==> run_1/floorplan.png <==
Drawn at 6 px/micron. Pins as bars on the die edge. Tap cells in grey.
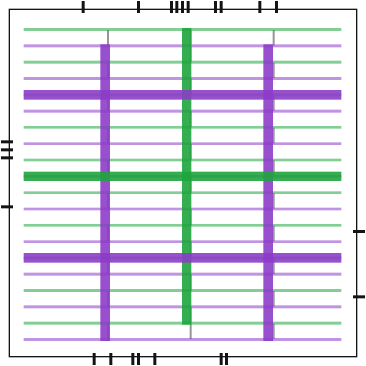
==> run_1/m3.png <==
Drawn at 4 px/micron. Cells faint in the background.
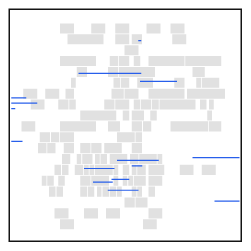
==> run_1/layers.png <==
Drawn at 6 px/micron.
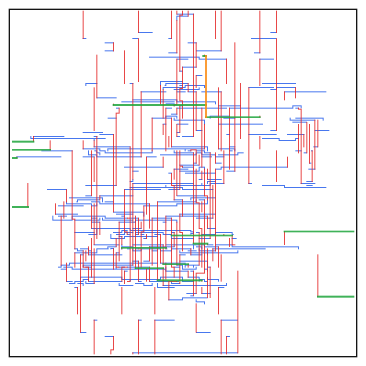
**src/rtl/tick_counter.sv**
```systemverilog
// tick_counter
//   Samples a divided clock (tick_in) in the system clock domain, detects its
//   rising edges and steps a modulo-(MAX+1) up/down counter from them. Also
//   provides a synchronous load, a wrap pulse and an active-low 7-segment
//   decode of the count. Everything runs on clk; nothing is clocked by tick_in.
//
// Ports
//   clk        in   1      system clock
//   rstn       in   1      asynchronous reset, active-low
//   tick_in    in   1      divided clock, treated as asynchronous
//   en         in   1      1 = detected edges step the counter
//   up         in   1      1 = count up, 0 = count down
//   load       in   1      synchronous load strobe (highest priority)
//   load_val   in   WIDTH  load value, clamped to MAX
//   count      out  WIDTH  registered counter value
//   carry      out  1      one-clk pulse on wrap (MAX->0 up, 0->MAX down)
//   tick_seen  out  1      one-clk pulse per detected tick_in rising edge
//   seg        out  7      active-low {g,f,e,d,c,b,a} hex decode of count
module tick_counter #(
  parameter int WIDTH       = 4,
  parameter int MAX         = 9,
  parameter int SYNC_STAGES = 2
) (
  input  logic             clk,
  input  logic             rstn,
  input  logic             tick_in,
  input  logic             en,
  input  logic             up,
  input  logic             load,
  input  logic [WIDTH-1:0] load_val,
  output logic [WIDTH-1:0] count,
  output logic             carry,
  output logic             tick_seen,
  output logic [6:0]       seg
);

  localparam int               SETTLE_W = $clog2(SYNC_STAGES + 2);
  localparam logic [WIDTH-1:0] MAX_V    = WIDTH'(MAX);
  localparam logic [SETTLE_W-1:0] SETTLE_INIT = SETTLE_W'(SYNC_STAGES + 1);

  logic [SYNC_STAGES-1:0] sync_q;
  logic                   edge_q;
  logic [SETTLE_W-1:0]    settle_q;
  logic [WIDTH-1:0]       count_q, count_d;
  logic                   carry_q, carry_d;
  logic                   tick_seen_q;
  logic                   sync_out;
  logic                   step;

  // Saturate a requested load value to the terminal count.
  function automatic logic [WIDTH-1:0] clamp_max(input logic [WIDTH-1:0] v);
    return (v > MAX_V) ? MAX_V : v;
  endfunction

  // Active-low {g,f,e,d,c,b,a} hex digit.
  function automatic logic [6:0] hex_seg(input logic [3:0] n);
    logic [6:0] s;
    case (n)
      4'h0: s = 7'h40;
      4'h1: s = 7'h79;
      4'h2: s = 7'h24;
      4'h3: s = 7'h30;
      4'h4: s = 7'h19;
      4'h5: s = 7'h12;
      4'h6: s = 7'h02;
      4'h7: s = 7'h78;
      4'h8: s = 7'h00;
      4'h9: s = 7'h10;
      4'hA: s = 7'h08;
      4'hB: s = 7'h03;
      4'hC: s = 7'h46;
      4'hD: s = 7'h21;
      4'hE: s = 7'h06;
      default: s = 7'h0E;
    endcase
    return s;
  endfunction

  assign sync_out = sync_q[SYNC_STAGES-1];

  // Edges are ignored until the synchronizer and edge register have been
  // refilled after reset, so a tick_in already high at release is not a step.
  assign step = sync_out & ~edge_q & (settle_q == '0);

  // Next count / carry, load wins over a coincident step.
  always_comb begin
    count_d = count_q;
    carry_d = 1'b0;
    if (load) begin
      count_d = clamp_max(load_val);
    end else if (step && en) begin
      if (up) begin
        if (count_q == MAX_V) begin
          count_d = '0;
          carry_d = 1'b1;
        end else begin
          count_d = count_q + {{(WIDTH-1){1'b0}}, 1'b1};
        end
      end else begin
        if (count_q == '0) begin
          count_d = MAX_V;
          carry_d = 1'b1;
        end else begin
          count_d = count_q - {{(WIDTH-1){1'b0}}, 1'b1};
        end
      end
    end
  end

  // Synchronizer, edge detect and settle timer
  always_ff @(posedge clk or negedge rstn) begin
    if (!rstn) begin
      sync_q   <= '0;
      edge_q   <= 1'b0;
      settle_q <= SETTLE_INIT;
    end else begin
      sync_q <= {sync_q[SYNC_STAGES-2:0], tick_in};
      edge_q <= sync_out;
      if (settle_q != '0) settle_q <= settle_q - 1'b1;
    end
  end

  // Counter and output pulses
  always_ff @(posedge clk or negedge rstn) begin
    if (!rstn) begin
      count_q     <= '0;
      carry_q     <= 1'b0;
      tick_seen_q <= 1'b0;
    end else begin
      count_q     <= count_d;
      carry_q     <= carry_d;
      tick_seen_q <= step;
    end
  end

  assign count     = count_q;
  assign carry     = carry_q;
  assign tick_seen = tick_seen_q;

  always_comb begin
    seg = hex_seg(4'(count_q));
  end

endmodule
```
**config.mk**
```make
export PLATFORM = sky130hd
export DESIGN_NAME = tick_counter
export DESIGN_NICKNAME = d
export VERILOG_FILES = /design/src/rtl/tick_counter.sv
export SDC_FILE = /design/constraint.sdc
export NUM_CORES = 1
export LEC_CHECK = 0
export CORE_MARGIN = 2
export CORE_UTILIZATION = 30
export DETAILED_ROUTE_END_ITERATION = 16
export PLACE_DENSITY = 0.55
export SYNTH_ARGS = -nofsm -noshare
export SYNTH_HDL_FRONTEND = slang
export SYNTH_SLANG_ARGS = --single-unit
```
**constraint.sdc**
```tcl
create_clock -name clk -period 5.4 [get_ports clk]
set_clock_uncertainty 0.15 [all_clocks]
set_input_delay 1.62 -clock clk [delete_from_list [all_inputs] [get_ports clk]]
set_output_delay 1.62 -clock clk [all_outputs]
set_load 0.05 [all_outputs]
```
==> notes.md, run 1 <==
Implementation numbers.

- The cell type taking the most area reads combinational gates.
- The instance count along the most critical hold path is 0.
- CTS placed an instance of clkbuf_4 at the clock tree root.
- The signal arrival time at the worst endpoint reads 2730 ps.
- In the layout the commonest cells are clkdlybuf4s50_1, o21ai_0, dfrtp_1.
- The number of cells in Yosys stat reads 102.
- The clock-pin transition on the worst setup and hold timing paths is 70 ps.
- The transition time at the pin with the least slew margin reads 629.4 ps.
- The number of cells on the worst reg-to-reg path is 6.
- The number of fillers in the final layout reads 270.
- The largest power group reads combinational cells.
- The final setup violation count reads 0.
- The most numerous logic cell after layout is clkdlybuf4s50_1.
- The inverter tally of the final layout excluding the clock network reads 5.
- The total leakage power reads 0.4281 nW.
- The beginning of the worst register-to-register path is count[0].
- The met3 wire length is 90 microns.
- The register cell area after layout reads 277.8 sq um.
- In this run, post-CTS hold repair placed 0 buffers.
- The detailed-routing iteration count for the pre-antenna-repair pass reads 4.
- The dominant register cell in the synthesized netlist reads dfrtp_1.
- The power after layout reads 0.0002882 W.
- Summed over all nets, wire length on met2 after detailed routing comes to 954 microns.
- The wire length of the first global-routing pass is 3.243 mm.
- The unique cell type count in the Yosys netlist reads 40.
- The chip occupies 3323 sq um.
- The total of plain and repair buffers excluding clock buffers is 22.
- The headroom to the max-slew limit is 58.04%.
- The net switching component of the power reads 0.0001231 W.
- The relative area of clock buffers and inverters in the final design is 2.376%.
- The floorplan has 19 rows.
- The global routing usage on met2 is 18.02%.
- The worst setup slack after placement is 1189 ps.
- The flow ran to the end, and the final reports show no timing, DRC or antenna violations.
- The endpoint with the worst hold slack reads sync_q[1].
## Picture notes: floorplan.png
- VSS: purple
- VDD: green
- met5 straps: 3
- tap cells: 31
width of the chip: 57.65 microns
die outline height: 57.65 microns
maximum resistive drop on vdd: 0.1454 mV
core region area: 2734 sq um

## Picture notes: m3.png
- longest straight run: 15.4 microns
- wire length on this layer: 90.8 microns
- share of all routed wire: 4.5%
- main direction: horizontal
- nets with wire on the layer: 13
Detailed Route WL: 2.003 mm
via count: 815
met3 demand-to-capacity share in global routing: 3.571%

## Picture notes: layers.png
- M4: orange (wire length 10.2 microns)
- M3: green (wire length 90.8 microns)
- M1: blue (wire length 948 microns)
- M2: red (wire length 955 microns)
total routing resource utilization after global routing: 12.42%
detailed-route wire length per cell: 13.26 microns

--- run 2 (diff from run 1) ---
Settings changed: PLACE_DENSITY 0.55 to 0.57.
Clock period 5.4 ns to 3.7 ns, I/O delays scaled along.
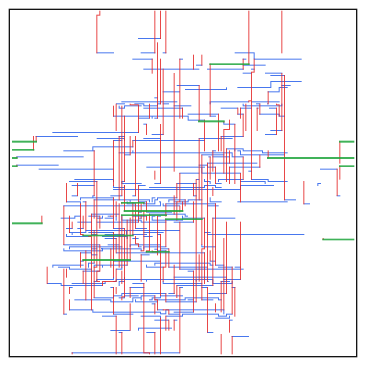
(run_2/layers.png)
Drawn at 6 px/micron.
- M1: blue (wire length 1040 microns)
- M2: red (wire length 931 microns)
- M3: green (wire length 94.4 microns)

==> run 2 against run 1 <==
  * Area after synthesis is the same
  * Total power rose by 50%
  * Highest routed layer is now met3
  * Design area up 3.8%
  * Largest power group unchanged
==> notes.md, run 2 <==
Implementation numbers.

- The flow ran to the end, and the final reports show no timing, DRC or antenna violations.
- The beginning of the worst register-to-register path reads count[0].
- The headroom to the max-slew limit reads 65.70% (+7.7 points).
- The power after layout is 0.0004311 W (+50%).
- Counting only logic cells after layout, the most numerous master is clkdlybuf4s50_1.
- The global routing usage on met2 was 18.67% (+0.65 points).
- The detailed-routing iteration count for the pre-antenna-repair pass is 4 (unchanged).
- The combinational gate area reads 529.3 sq um.
- The die width is 57.65 microns (unchanged).
- In the power breakdown, the biggest contributor is combinational cells.
- The wire length of the first global-routing pass reads 3.429 mm (+5.7%).
- The inverter tally of the final layout excluding the clock network reads 5 (unchanged).
- The number of cells on the worst reg-to-reg path reads 7 (+1).
- The transition time at the pin with the least slew margin is 512.9 ps (-116.5 ps).
- The routed length per placed instance reads 13.29 microns (+0.19%).
- The number of buffers inserted for hold repair after clock tree synthesis is 0 (unchanged).
- The worst setup slack after placement reads 342.4 ps (-846.6 ps).
- The clock-pin transition on the worst setup and hold timing paths reads 70 ps (about the same).
- The overall routing resource usage is 13.07% (+0.65 points).
- The peak ir drop on the vdd network is 0.1824 mV (+25%).
- STA shows the worst min-delay path finishing at sync_q[1].
- The post-route core utilization reads 42.01%.
- The number of cells in Yosys stat reads 102 (unchanged).
- The number of fillers in the final layout came to 269 (-0.37%).
- The register cell area after layout is 277.8 sq um (unchanged).
- The vertical die dimension is 57.65 microns (unchanged).
- CTS placed an instance of clkbuf_4 at the clock tree root.
- The final setup violation count is 0 (unchanged).
- The met3 wire length is 94 microns (+4.4%).
- The cell type taking the most area is combinational gates.
- The total internal power is 0.0002497 W.
- The relative area of clock buffers and inverters in the final design reads 2.288% (-0.088 points).
- The total of plain and repair buffers excluding clock buffers reads 26 (+18%).
- Post-synth the commonest register cell is dfrtp_1.
- The total leakage power is 0.4862 nW (+14%).
- The net switching component of the power reads 0.0001814 W (+47%).
- The instance count along the most critical hold path reads 0 (unchanged).
- In the layout the commonest cells are clkdlybuf4s50_1, dfrtp_1, o21ai_0, nor2_1.
- The area of the core is 2734 sq um (unchanged).
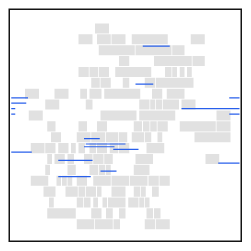
(run_2/m3.png)
Drawn at 4 px/micron. Cells faint in the background.
- longest straight run: 14.2 microns
- share of all routed wire: 4.6%
- nets with wire on the layer: 17
- wire length on this layer: 94.4 microns
met3 demand-to-capacity share in global routing: 1.563%
via count: 822
Detailed Route WL: 2.060 mm

Power figures rest on the tool's default switching activity, not on a simulated workload.
